### Cells coloured by class

(2 px per um)
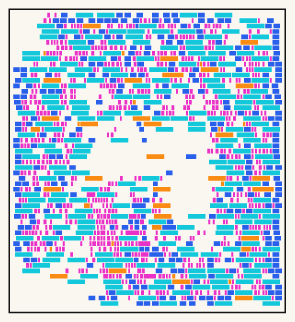
### Metal layers overlaid

(2 px per um)
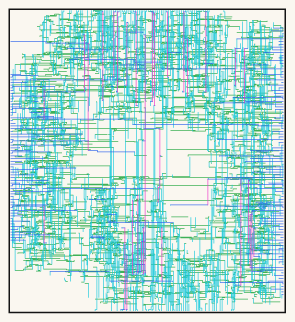
File: src/rtl/mshr_repair_engine_pkg.sv
// Shared types for the MSHR repair engine.
//   ROB_ENTRIES    : reorder buffer depth; sets the ROB index width
//   rob_idx_t      : ROB index
//   repair_state_e : repair FSM states
//   repair_req_t   : repair request captured at ack time
package mshr_repair_engine_pkg;

  localparam int unsigned ROB_ENTRIES = 32;

  typedef logic [$clog2(ROB_ENTRIES)-1:0] rob_idx_t;

  typedef enum logic [2:0] {
    StIdle,
    StMemReq,
    StMemWait,
    StFill,
    StWb,
    StDone
  } repair_state_e;

  typedef struct packed {
    logic [31:0] addr;
    logic [31:0] data;     // store data; replaced by read data once a load response arrives
    rob_idx_t    rob_idx;
    logic        is_store;
  } repair_req_t;

endpackage

File: src/rtl/mshr_repair_engine_if.sv
// Bundle of every handshake/bus signal around the repair engine.
//   repair_* : MSHR request, ack and completion
//   mem_*    : next-level memory request and response
//   fill_*   : L1D fill strobe
//   wb_*     : ROB writeback
//   err_timeout : sticky memory timeout flag
// Modport slave is the engine side; modport master is the surrounding environment.
interface mshr_repair_engine_if
  import mshr_repair_engine_pkg::*;
#(
  parameter int unsigned ROB_IDX_W = $clog2(ROB_ENTRIES)
) ();

  logic                 repair_req;
  logic [31:0]          repair_req_addr;
  logic [31:0]          repair_req_data;
  logic [ROB_IDX_W-1:0] repair_req_rob_idx;
  logic                 repair_is_store;
  logic                 repair_ack;
  logic                 repair_complete;

  logic                 mem_req_valid;
  logic                 mem_req_ready;
  logic                 mem_req_we;
  logic [31:0]          mem_req_addr;
  logic [31:0]          mem_req_wdata;
  logic                 mem_resp_valid;
  logic [31:0]          mem_resp_data;

  logic                 fill_valid;
  logic [31:0]          fill_addr;
  logic [31:0]          fill_data;

  logic                 wb_valid;
  logic                 wb_ready;
  logic [ROB_IDX_W-1:0] wb_rob_idx;
  logic [31:0]          wb_data;

  logic                 err_timeout;

  modport slave (
    input  repair_req, repair_req_addr, repair_req_data, repair_req_rob_idx, repair_is_store,
    output repair_ack, repair_complete,
    output mem_req_valid, mem_req_we, mem_req_addr, mem_req_wdata,
    input  mem_req_ready, mem_resp_valid, mem_resp_data,
    output fill_valid, fill_addr, fill_data,
    output wb_valid, wb_rob_idx, wb_data,
    input  wb_ready,
    output err_timeout
  );

  modport master (
    output repair_req, repair_req_addr, repair_req_data, repair_req_rob_idx, repair_is_store,
    input  repair_ack, repair_complete,
    input  mem_req_valid, mem_req_we, mem_req_addr, mem_req_wdata,
    output mem_req_ready, mem_resp_valid, mem_resp_data,
    input  fill_valid, fill_addr, fill_data,
    input  wb_valid, wb_rob_idx, wb_data,
    output wb_ready,
    input  err_timeout
  );

endinterface

File: src/rtl/mshr_repair_engine.sv
// Responder end of the MSHR repair interface. Takes one repair at a time, issues it to the next
// memory level, fills the L1D, writes load data back to the ROB and pulses repair_complete.
// Ports:
//   clk   : core clock
//   rst_n : asynchronous active-low reset
//   bus   : mshr_repair_engine_if.slave (MSHR request, memory, fill, writeback, err_timeout)
// Parameters:
//   MEM_TIMEOUT : cycles allowed in the memory wait before the repair is aborted (>= 2)
//   ROB_IDX_W   : ROB index width
module mshr_repair_engine
  import mshr_repair_engine_pkg::*;
#(
  parameter int unsigned MEM_TIMEOUT = 1024,
  parameter int unsigned ROB_IDX_W   = $clog2(ROB_ENTRIES)
) (
  input logic                 clk,
  input logic                 rst_n,
  mshr_repair_engine_if.slave bus
);

  localparam int unsigned     CntW    = $clog2(MEM_TIMEOUT);
  localparam logic [CntW-1:0] CntLast = CntW'(MEM_TIMEOUT - 1);

  repair_state_e        state_q;
  repair_req_t          req_q;
  logic [CntW-1:0]      cnt_q;

  logic                 mem_req_valid_q;
  logic                 mem_req_we_q;
  logic [31:0]          mem_req_addr_q;
  logic [31:0]          mem_req_wdata_q;
  logic                 fill_valid_q;
  logic [31:0]          fill_addr_q;
  logic [31:0]          fill_data_q;
  logic                 wb_valid_q;
  logic [ROB_IDX_W-1:0] wb_rob_idx_q;
  logic [31:0]          wb_data_q;
  logic                 complete_q;
  logic                 err_timeout_q;

  // Ack is the only combinational output; gated by reset so every output reads 0 under reset.
  assign bus.repair_ack      = rst_n && (state_q == StIdle) && bus.repair_req;
  assign bus.repair_complete = complete_q;
  assign bus.mem_req_valid   = mem_req_valid_q;
  assign bus.mem_req_we      = mem_req_we_q;
  assign bus.mem_req_addr    = mem_req_addr_q;
  assign bus.mem_req_wdata   = mem_req_wdata_q;
  assign bus.fill_valid      = fill_valid_q;
  assign bus.fill_addr       = fill_addr_q;
  assign bus.fill_data       = fill_data_q;
  assign bus.wb_valid        = wb_valid_q;
  assign bus.wb_rob_idx      = wb_rob_idx_q;
  assign bus.wb_data         = wb_data_q;
  assign bus.err_timeout     = err_timeout_q;

  // Outputs are registered: each is set on the transition into the state that presents it.
  always_ff @(posedge clk or negedge rst_n) begin
    if (!rst_n) begin
      state_q         <= StIdle;
      req_q           <= '0;
      cnt_q           <= '0;
      mem_req_valid_q <= 1'b0;
      mem_req_we_q    <= 1'b0;
      mem_req_addr_q  <= '0;
      mem_req_wdata_q <= '0;
      fill_valid_q    <= 1'b0;
      fill_addr_q     <= '0;
      fill_data_q     <= '0;
      wb_valid_q      <= 1'b0;
      wb_rob_idx_q    <= '0;
      wb_data_q       <= '0;
      complete_q      <= 1'b0;
      err_timeout_q   <= 1'b0;
    end else begin
      fill_valid_q <= 1'b0;
      complete_q   <= 1'b0;
      unique case (state_q)
        StIdle: begin
          if (bus.repair_req) begin
            req_q.addr      <= bus.repair_req_addr;
            req_q.data      <= bus.repair_req_data;
            req_q.rob_idx   <= rob_idx_t'(bus.repair_req_rob_idx);
            req_q.is_store  <= bus.repair_is_store;
            mem_req_valid_q <= 1'b1;
            mem_req_we_q    <= bus.repair_is_store;
            mem_req_addr_q  <= bus.repair_req_addr;
            mem_req_wdata_q <= bus.repair_req_data;
            state_q         <= StMemReq;
          end
        end
        StMemReq: begin
          if (bus.mem_req_ready) begin
            mem_req_valid_q <= 1'b0;
            cnt_q           <= '0;
            state_q         <= StMemWait;
          end
        end
        StMemWait: begin
          cnt_q <= cnt_q + 1'b1;
          // A response arriving on the last allowed cycle still beats the timeout.
          if (bus.mem_resp_valid) begin
            if (!req_q.is_store) begin
              req_q.data <= bus.mem_resp_data;
            end
            fill_valid_q <= 1'b1;
            fill_addr_q  <= req_q.addr;
            fill_data_q  <= req_q.is_store ? req_q.data : bus.mem_resp_data;
            state_q      <= StFill;
          end else if (cnt_q == CntLast) begin
            err_timeout_q <= 1'b1;
            complete_q    <= 1'b1;
            state_q       <= StDone;
          end
        end
        StFill: begin
          if (req_q.is_store) begin
            complete_q <= 1'b1;
            state_q    <= StDone;
          end else begin
            wb_valid_q   <= 1'b1;
            wb_rob_idx_q <= ROB_IDX_W'(req_q.rob_idx);
            wb_data_q    <= req_q.data;
            state_q      <= StWb;
          end
        end
        StWb: begin
          if (bus.wb_ready) begin
            wb_valid_q <= 1'b0;
            complete_q <= 1'b1;
            state_q    <= StDone;
          end
        end
        StDone: begin
          state_q <= StIdle;
        end
        default: begin
          state_q <= StIdle;
        end
      endcase
    end
  end

endmodule

File: src/flat_wrapper.sv
// flat-port wrapper written by rule: the top's interface ports become plain ports
module mshr_repair_engine_flat import mshr_repair_engine_pkg::*;
#(
  parameter int unsigned MEM_TIMEOUT = 1024,
  parameter int unsigned ROB_IDX_W   = $clog2(ROB_ENTRIES)
)
  (clk, rst_n, bus_repair_req, bus_repair_req_addr, bus_repair_req_data, bus_repair_req_rob_idx, bus_repair_is_store, bus_repair_ack, bus_repair_complete, bus_mem_req_valid, bus_mem_req_we, bus_mem_req_addr, bus_mem_req_wdata, bus_mem_req_ready, bus_mem_resp_valid, bus_mem_resp_data, bus_fill_valid, bus_fill_addr, bus_fill_data, bus_wb_valid, bus_wb_rob_idx, bus_wb_data, bus_wb_ready, bus_err_timeout);
  mshr_repair_engine_if #(.ROB_IDX_W(ROB_IDX_W)) bus_i ();
  input logic clk;
  input logic rst_n;
  input wire logic [$bits(bus_i.repair_req)-1:0] bus_repair_req;
  input wire logic [$bits(bus_i.repair_req_addr)-1:0] bus_repair_req_addr;
  input wire logic [$bits(bus_i.repair_req_data)-1:0] bus_repair_req_data;
  input wire logic [$bits(bus_i.repair_req_rob_idx)-1:0] bus_repair_req_rob_idx;
  input wire logic [$bits(bus_i.repair_is_store)-1:0] bus_repair_is_store;
  output wire logic [$bits(bus_i.repair_ack)-1:0] bus_repair_ack;
  output wire logic [$bits(bus_i.repair_complete)-1:0] bus_repair_complete;
  output wire logic [$bits(bus_i.mem_req_valid)-1:0] bus_mem_req_valid;
  output wire logic [$bits(bus_i.mem_req_we)-1:0] bus_mem_req_we;
  output wire logic [$bits(bus_i.mem_req_addr)-1:0] bus_mem_req_addr;
  output wire logic [$bits(bus_i.mem_req_wdata)-1:0] bus_mem_req_wdata;
  input wire logic [$bits(bus_i.mem_req_ready)-1:0] bus_mem_req_ready;
  input wire logic [$bits(bus_i.mem_resp_valid)-1:0] bus_mem_resp_valid;
  input wire logic [$bits(bus_i.mem_resp_data)-1:0] bus_mem_resp_data;
  output wire logic [$bits(bus_i.fill_valid)-1:0] bus_fill_valid;
  output wire logic [$bits(bus_i.fill_addr)-1:0] bus_fill_addr;
  output wire logic [$bits(bus_i.fill_data)-1:0] bus_fill_data;
  output wire logic [$bits(bus_i.wb_valid)-1:0] bus_wb_valid;
  output wire logic [$bits(bus_i.wb_rob_idx)-1:0] bus_wb_rob_idx;
  output wire logic [$bits(bus_i.wb_data)-1:0] bus_wb_data;
  input wire logic [$bits(bus_i.wb_ready)-1:0] bus_wb_ready;
  output wire logic [$bits(bus_i.err_timeout)-1:0] bus_err_timeout;
  assign bus_i.repair_req = bus_repair_req;
  assign bus_i.repair_req_addr = bus_repair_req_addr;
  assign bus_i.repair_req_data = bus_repair_req_data;
  assign bus_i.repair_req_rob_idx = bus_repair_req_rob_idx;
  assign bus_i.repair_is_store = bus_repair_is_store;
  assign bus_repair_ack = bus_i.repair_ack;
  assign bus_repair_complete = bus_i.repair_complete;
  assign bus_mem_req_valid = bus_i.mem_req_valid;
  assign bus_mem_req_we = bus_i.mem_req_we;
  assign bus_mem_req_addr = bus_i.mem_req_addr;
  assign bus_mem_req_wdata = bus_i.mem_req_wdata;
  assign bus_i.mem_req_ready = bus_mem_req_ready;
  assign bus_i.mem_resp_valid = bus_mem_resp_valid;
  assign bus_i.mem_resp_data = bus_mem_resp_data;
  assign bus_fill_valid = bus_i.fill_valid;
  assign bus_fill_addr = bus_i.fill_addr;
  assign bus_fill_data = bus_i.fill_data;
  assign bus_wb_valid = bus_i.wb_valid;
  assign bus_wb_rob_idx = bus_i.wb_rob_idx;
  assign bus_wb_data = bus_i.wb_data;
  assign bus_i.wb_ready = bus_wb_ready;
  assign bus_err_timeout = bus_i.err_timeout;
  mshr_repair_engine #(.MEM_TIMEOUT(MEM_TIMEOUT), .ROB_IDX_W(ROB_IDX_W)) u_core (.clk(clk), .rst_n(rst_n), .bus(bus_i));
endmodule
File: config.mk
export PLATFORM = sky130hd
export DESIGN_NAME = mshr_repair_engine_flat
export DESIGN_NICKNAME = d
export VERILOG_FILES = /design/src/rtl/mshr_repair_engine_pkg.sv /design/src/rtl/mshr_repair_engine_if.sv /design/src/rtl/mshr_repair_engine.sv /design/src/flat_wrapper.sv
export SDC_FILE = /design/constraint.sdc
export NUM_CORES = 1
export LEC_CHECK = 0
export ABC_AREA = 1
export CAP_MARGIN = 10
export CORE_ASPECT_RATIO = 1.1
export CORE_MARGIN = 1
export CORE_UTILIZATION = 47
export CTS_CLUSTER_DIAMETER = 150
export DETAILED_ROUTE_END_ITERATION = 6
export HOLD_SLACK_MARGIN = 0.06
export PLACE_DENSITY = 0.84
export SLEW_MARGIN = 20
export SYNTH_ARGS = -nofsm -noshare
export SYNTH_HDL_FRONTEND = slang
export SYNTH_SLANG_ARGS = --single-unit
export TNS_END_PERCENT = 20
File: constraint.sdc
create_clock -name clk -period 2.15 [get_ports clk]
set_input_delay 0.43 -clock clk [delete_from_list [all_inputs] [get_ports clk]]
set_output_delay 0.43 -clock clk [all_outputs]
set_load 0.005 [all_outputs]
==> flow_metrics.rpt <==
==== FLOW RESULTS ====
----------------------------------------------------
[Floorplanning]
  Site row count ........................ 54
  Tap cell count ........................ 252
  Die height ........................ 151 um

[Routing]
  DR vias ........................ 8,198
  Starting DRC count in detailed routing ........................ 508
  Number of iterations in the first detailed-routing pass ........................ 5
  Number of nets with antenna violations after routing ........................ 0

[Job]
  Maximum Capacitance Violations ........................ 0

[Outcome]
  Run status ........................ finished clean

[Clocking]
  Clk pin slew, worst setup/hold paths ........................ 60 ps
  CTS Root Cell ........................ clkbuf_16
  Latest clock arrival within the worst-skew pair ........................ 510 ps

[Worst setup path]
  Family with the most delay on the worst path ........................ buffers and inverters
  Worst r2r dst ........................ u_core.bus.fill_data[28]$_DFFE_PN0P_
  Longest individual stage delay on the worst path ........................ 630 ps
  Critical path startpoint category ........................ input port
  Count of buffer and inverter cells on the critical path ........................ 4
  Arrival time at the worst endpoint ........................ 1580 ps
  Cell depth of the worst flop-to-flop path ........................ 8
  Total number of cells along the worst setup path ........................ 5
  Kind of critical path ........................ in -> out
  Worst endpoint required time ........................ 1720 ps

[Finish]
  Non-clock inverter instance count of the final layout ........................ 125
  Total number of sequential cells ........................ 221
  Combinational gate area ........................ 2940 um2
  Number of antenna repair diodes ........................ 0
  Net count reported at finish ........................ 1,443
  Clock buffer count in the final layout ........................ 35
  Share of layout cells above drive strength 1 ........................ 5.18%

[Final timing]
  Worst slew margin relative to its limit ........................ 46.7%
  Worst setup margin ........................ 140 ps
  Fin Clk Skew ........................ 10.8 ps

[Global routing]
  Global-route track usage on met3 ........................ 6.63%
  Antenna violations before repair ........................ 0
  Congestion Overflow GR ........................ 0

[Power and ir drop]
  Total power consumption of the routed design ........................ 18.5 mW
  Worst supply voltage drop on vdd ........................ 0.000952 V

[Synth]
  Cell with the most instances after synthesis ........................ nand2_1
  Synthesized flop and latch total ........................ 221
  Commonest register cell after synthesis ........................ dfrtp_1
  Most common library cells after synthesis ........................ nand2_1, dfrtp_1, o21ai_0

[Placement]
  Post-DP HPWL ........................ 17,300 um
  Worst slack after detailed placement ........................ 177 ps

[Worst hold path]
  Hold EP ........................ u_core.bus.mem_req_addr[26]$_DFFE_PN0P_
  Cell depth of the worst min-delay path ........................ 3

----------------------------------------------------
## Picture notes: 'Cells coloured by class'
- blue: other buffers and delay cells (cells 299; share of their area 23%)
- magenta: all other logic (cells 788; share of their area 27%)
- orange: clock drivers and dummy loads (cells 43; share of their area 6.2%)
- cyan: flops (cells 221; share of their area 44%)
CORE AREA: 19,800 um2
Final Core Density: 65.8%

## Picture notes: 'Metal layers overlaid'
- cyan: met2 (wire length 12,800 um)
- green: met1 (wire length 9,940 um)
- blue: met3 (wire length 2,180 um)
- magenta: met4 (wire length 1,120 um)
total routing resource utilization after global routing: 25.2%
Total Wirelength: 26,000 um

## cell usage in the layout, fill, tap and decap left out, drive strengths merged, types with 2 or more instances in the layout
cell	n
a21oi	9
buf	21
bufinv	2
clkbuf	35
clkdlybuf4s50	276
clkinv	7
dfrtp	221
inv	124
nand2	334
nand3	48
nand4	4
nor2	27
o21ai	236
## power by group
group          switching (mW)  leakage [nW]  internal, mW  total, mW
logic                    3.62          3.07          3.74       7.36
registers                1.06          2.81          5.98       7.04
clock network            1.63         0.390          2.47       4.10
## cells by family (layout without fill, tap and decap cells)
group / Yosys count / after routing / share of synthesized area, %
and+or+nand+nor: 415 / 415 / 17.7
AOI/OAI and AO/OA: 247 / 247 / 13.1
DFF: 221 / 221 / 58.4
buffers and inverters: 218 / 467 / 10.6
adders and majority gates: 1 / 1 / 0.132
## per-layer routing
| metal | routed length [um] | vias up | share of wire, % |
|---|---|---|---|
| li1 | - | 3926 | - |
| met1 | 9940 | 3896 | 38 |
| met2 | 12800 | 306 | 49 |
| met3 | 2180 | 70 | 8.4 |
| met4 | 1120 | 0 | 4.3 |
| met5 | 0 | - | 0 |
## sequential cells by signal, indices dropped and copies added (netlist names), 3 cells and up
| signal | count |
|---|---|
| u_core.bus.mem_req_wdata | 32 |
| u_core.cnt_q | 10 |
| u_core.bus.wb_data | 32 |
| u_core.bus.fill_data | 32 |
| u_core.bus.mem_req_addr | 32 |
| u_core.bus.fill_addr | 32 |
| u_core.req_q | 37 |
| u_core.bus.wb_rob_idx | 5 |
| u_core.state_q | 3 |
## repair_timing
item,4_1_cts,5_1_grt
setup buffers,4,0
endpoints found under the setup margin,1,0
endpoints found under the hold margin,35,0
hold buffers,1,0
gates resized,5,0
## worst min-delay path: stages
cell,delay [ps]
clkdlybuf4s50_1,390
inv_1,50
o21ai_1,60
No activity file was given, so power comes from the tool's default toggle rates.
